**Zoomed window**

Bar = 5 µm. Window x 59 to 79, y 87 to 107 µm. Cells in grey, sequential cells in the stronger grey; small squares are vias.
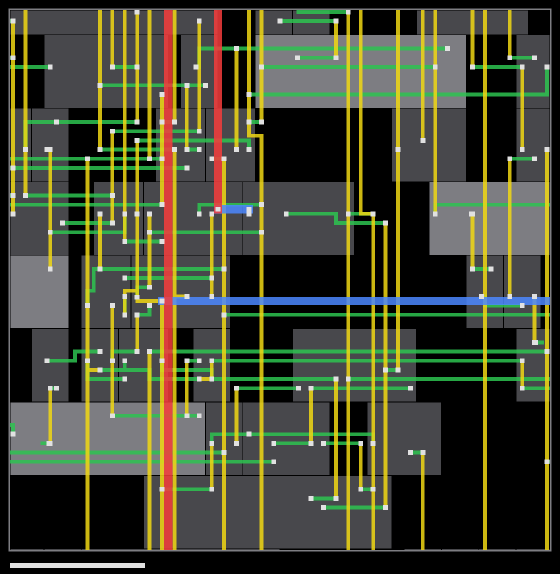
**Metal layers overlaid**

Bar = 50 µm.
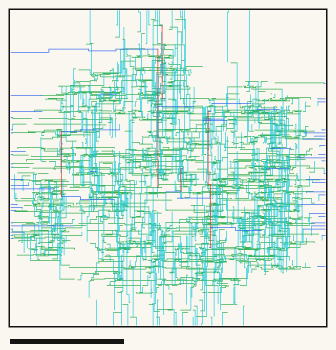
**Register map, names as in the netlist**

Bar = 50 µm.
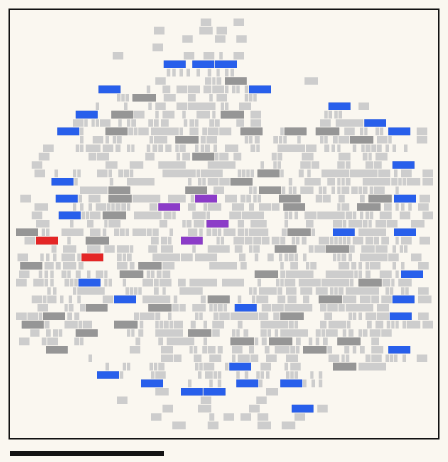
### config.mk
export PLATFORM = sky130hd
export DESIGN_NAME = path_metric_argmax_ctrl
export DESIGN_NICKNAME = d
export VERILOG_FILES = /design/src/rtl/path_metric_argmax_ctrl.sv
export SDC_FILE = /design/constraint.sdc
export NUM_CORES = 1
export LEC_CHECK = 0
export ABC_AREA = 1
export CORE_MARGIN = 1.5
export CORE_UTILIZATION = 28
export CTS_CLUSTER_SIZE = 10
export DETAILED_ROUTE_END_ITERATION = 8
export PLACE_DENSITY = 0.59
export SYNTH_ARGS = -nofsm -noshare
export SYNTH_HDL_FRONTEND = slang
export SYNTH_SLANG_ARGS = --single-unit
### constraint.sdc
create_clock -name clk -period 2.2 [get_ports clk]
set_input_delay 0.22 -clock clk [delete_from_list [all_inputs] [get_ports clk]]
set_output_delay 0.22 -clock clk [all_outputs]
set_load 0.01 [all_outputs]
### src/rtl/path_metric_argmax_ctrl.sv
// rtl/path_metric_argmax_ctrl.sv - sequential signed arg-max over the Viterbi state-metric RAM
module path_metric_argmax_ctrl #(
    parameter int p_size      = 32,
    parameter int POS_num_bit = 4,
    parameter int N_STATES    = 16
) (
    input  logic                   clk,
    input  logic                   rst,
    input  logic                   start,
    input  logic                   abort,
    output logic                   rd_en,
    output logic [POS_num_bit-1:0] rd_addr,
    input  logic [p_size-1:0]      rd_data,
    output logic                   busy,
    output logic                   done,
    output logic [p_size-1:0]      best_metric,
    output logic [POS_num_bit-1:0] best_index
);

    typedef enum logic [1:0] {IDLE, READ, DRAIN} state_t;

    localparam logic [POS_num_bit-1:0] LAST_ADDR = POS_num_bit'(N_STATES - 1);

    state_t                 state;
    logic                   rd_vld;
    logic [POS_num_bit-1:0] data_idx;
    logic [p_size-1:0]      run_max;
    logic [POS_num_bit-1:0] run_idx;
    logic                   take;
    logic [p_size-1:0]      cand_max;
    logic [POS_num_bit-1:0] cand_idx;

    // Strict compare keeps the earlier index on ties; sample 0 always loads.
    always_comb begin
        take     = 1'b0;
        cand_max = run_max;
        cand_idx = run_idx;
        take     = (data_idx == '0) || ($signed(rd_data) > $signed(run_max));
        if (take) begin
            cand_max = rd_data;
            cand_idx = data_idx;
        end
    end

    always_ff @(posedge clk) begin
        if (rst) begin
            state       <= IDLE;
            rd_en       <= 1'b0;
            rd_addr     <= '0;
            busy        <= 1'b0;
            done        <= 1'b0;
            best_metric <= '0;
            best_index  <= '0;
            rd_vld      <= 1'b0;
            data_idx    <= '0;
            run_max     <= '0;
            run_idx     <= '0;
        end else begin
            done   <= 1'b0;
            rd_vld <= rd_en;
            if (rd_vld) begin
                run_max  <= cand_max;
                run_idx  <= cand_idx;
                data_idx <= data_idx + 1'b1;
            end
            case (state)
                IDLE: begin
                    if (start && !abort) begin
                        state    <= READ;
                        rd_en    <= 1'b1;
                        rd_addr  <= '0;
                        busy     <= 1'b1;
                        data_idx <= '0;
                    end
                end
                READ: begin
                    if (abort) begin
                        state  <= IDLE;
                        rd_en  <= 1'b0;
                        busy   <= 1'b0;
                        rd_vld <= 1'b0;
                    end else if (rd_addr == LAST_ADDR) begin
                        state <= DRAIN;
                        rd_en <= 1'b0;
                    end else begin
                        rd_addr <= rd_addr + 1'b1;
                    end
                end
                DRAIN: begin
                    // The final sample is still on rd_data; publish through the compare path.
                    state  <= IDLE;
                    busy   <= 1'b0;
                    rd_vld <= 1'b0;
                    if (!abort) begin
                        done        <= 1'b1;
                        best_metric <= cand_max;
                        best_index  <= cand_idx;
                    end
                end
                default: begin
                    state <= IDLE;
                    rd_en <= 1'b0;
                    busy  <= 1'b0;
                end
            endcase
        end
    end

endmodule

==> results.json <==
{
  "status": "complete, no violations",
  "yosys.stat.seqShare": 0.334,
  "cts-htree-levels": 3,
  "synth-edff-count": 0,
  "drt_iter0_drc": 205,
  "grt_pass1_wl_um": 21500,
  "syn_nets": 812,
  "p_per_area_nw_per_um2": 616,
  "die_w_um": 139,
  "numClockSinks": 86,
  "worstPathArrival_ns": 2.41,
  "netlist.area_leader.share": 0.334,
  "area_growth_pct": 49.3,
  "most_common_cell": "inv_1",
  "startpoint_type": "input port",
  "layout.cells.non_filler": 1082,
  "dpl.hpwl_um": 8880,
  "grt_usage": 0.138,
  "synth_flops": 86,
  "path_clk_slew_ns": 0.06,
  "fin_skew_ns": 0.00463,
  "slowest_delay_ns": 0.49,
  "numCtsBuffers": 9,
  "route.detailed.drc": 0,
  "first_pass_iters": 4,
  "ys_types": 33,
  "layout.nets": 922,
  "fin_setup_tns_ns": 0,
  "switchingPower_uw": 1390,
  "hold_ws_ns": 0.256,
  "ys_chip_area_um2": 5150,
  "topCellsByArea": "dfxtp_1, nand3_1, inv_1, ha_1, nand2_1",
  "pwr-share-clk": 0.367,
  "end_kind": "register",
  "p_sw_frac": 0.293,
  "crit_required_ns": 2.45,
  "p_int_uw": 3340,
  "peakVddDrop_mv": 0.360,
  "num_antenna_cells": 0,
  "path_cells": "clkdlybuf4s50_1 > ha_4 > nand2_4 > nor2_4 > nand4_4 > nor2_4 > nand2_2 > nand2_2 > nand2_2 > nand3_4 > nand2_8 > clkbuf_16 > nand2_4 > nand3_2 > nand2_1 > inv_1"
}
Back to the opening pictures, 'zoomed window':
red -> met4
yellow -> met2
blue -> met3
green -> met1
netlist names of flops here include = run_max (3)
cells with their middle in the window = 27
sequential cells in the window = 3
most frequent = inv_1 (4)

Back to the opening pictures, 'metal layers overlaid':
blue -> met3  # wire length 494 µm
red -> met4  # wire length 192 µm
green -> met1  # wire length 6,480 µm
cyan -> met2  # wire length 6,580 µm
Vias: 4,827
drt wl/cell: 12.7 µm
WL final: 13,700 µm

Back to the opening pictures, 'register map, names as in the netlist':
blue -> best_metric  # placed flops 32, where all over the die
red -> state  # placed flops 2
purple -> data_idx  # placed flops 4, where centre
not coloured = 48
Flop area: 1750 µm²
sequential power: 1750 µW
fin util: 0.426

==> worst max-delay path: cells and delay by family <==
kind / cells / cell delay, ns
and+or+nand+nor: 12 / 1.14
buffers and inverters: 3 / 0.72
adders and majority gates: 1 / 0.32
==> power groups by stage <==
stage	Sequential, µW	Clock (µW)	Combinational [µW]
6_report	1750	1730	1250
5_1_grt	1760	1840	1390
4_1_cts	1740	1790	1050
3_5_place_dp	1770	0	1040
3_3_place_gp	1770	0	1040
2_1_floorplan	1780	0	596
==> through the flow <==
step	setup slack, ns	utilization	power, µW
after floorplan	0.236	-	2380
after global placement	-0.345	0.358	2810
after detailed placement	-0.343	0.358	2810
after CTS	0.0122	0.377	4580
after global routing	-0.0903	0.426	4980
final	0.0418	0.426	4730
==> sequential cells by signal, summed over array words and instances (netlist names), 2 cells and up <==
name / count
run_idx: 4
state: 2
best_index: 4
rd_addr: 4
run_max: 32
best_metric: 32
data_idx: 4
==> path summary, 6_finish.rpt <==
kind                endpoint  slack (ns)  depth (start not counted)        start
setup / recovery  run_max[7]        0.04                         16  rd_data[20]
hold / removal    rd_addr[1]        0.26                          4          rst
setup reg to reg  run_max[7]        0.06                         16  run_max[21]
hold reg to reg         busy        0.48                          2         busy
==> routing by layer <==
| metal | up-vias | global-route usage | share of wire |
|---|---|---|---|
| li1 | 2532 | - | - |
| met1 | 2206 | 0.172 | 0.47 |
| met2 | 76 | 0.233 | 0.48 |
| met3 | 13 | 0.0342 | 0.036 |
| met4 | 0 | 0.0443 | 0.014 |
| met5 | - | 0 | 0 |
==> layout by cell type, fill, tap and decap left out, types with 2 or more instances in the layout <==
master,instances
inv_1,107
nand2_1,99
nor2_1,95
clkdlybuf4s50_1,62
dfxtp_1,60
nand3_1,58
nand3_2,57
buf_4,42
a21oi_1,41
nand2_4,36
dfxtp_2,26
inv_2,23
nand2_2,22
ha_4,22
ha_1,16
dlymetal6s2s_1,15
clkbuf_16,10
a21oi_2,8
buf_12,6
nor2_4,4
o21ai_0,4
a21oi_4,3
nand4_1,3
xor2_1,3
nor3_1,3
clkbuf_8,3
buf_6,3
nor2_2,2
o21a_1,2
bufinv_16,2
buf_8,2
==> timing repair <==
| action | 4_1_cts | 5_1_grt |
|---|---|---|
| hold buffers | 0 | 0 |
| resized | 1 | 200 |
| buffers inserted | 0 | 4 |
| setup endpoints to repair | 1 | 72 |
| cloned | 0 | 1 |
| pin swaps | 0 | 76 |
==> logic make-up (layout without fill, tap and decap cells) <==
logic type | Yosys count | count (layout) | synth area share
simple gates | 383 | 383 | 0.367
compound gates | 65 | 65 | 0.0683
flops | 86 | 86 | 0.334
fa+ha+maj | 38 | 38 | 0.0924
xor+xnor | 3 | 3 | 0.00511
buf+inv | 163 | 278 | 0.133
==> final cells by class <==
cell class                      count  area, µm²
Clock inverter                      3       65.1
Timing Repair Buffer              132       1340
Sequential cell                    86       1750
Inverter                          130        488
Tap cell                          229        287
Clock buffer                       13        270
Fill cell                        1852      10300
Multi-Input combinational cell    489       3480
Power and IR drop assume default switching activity.
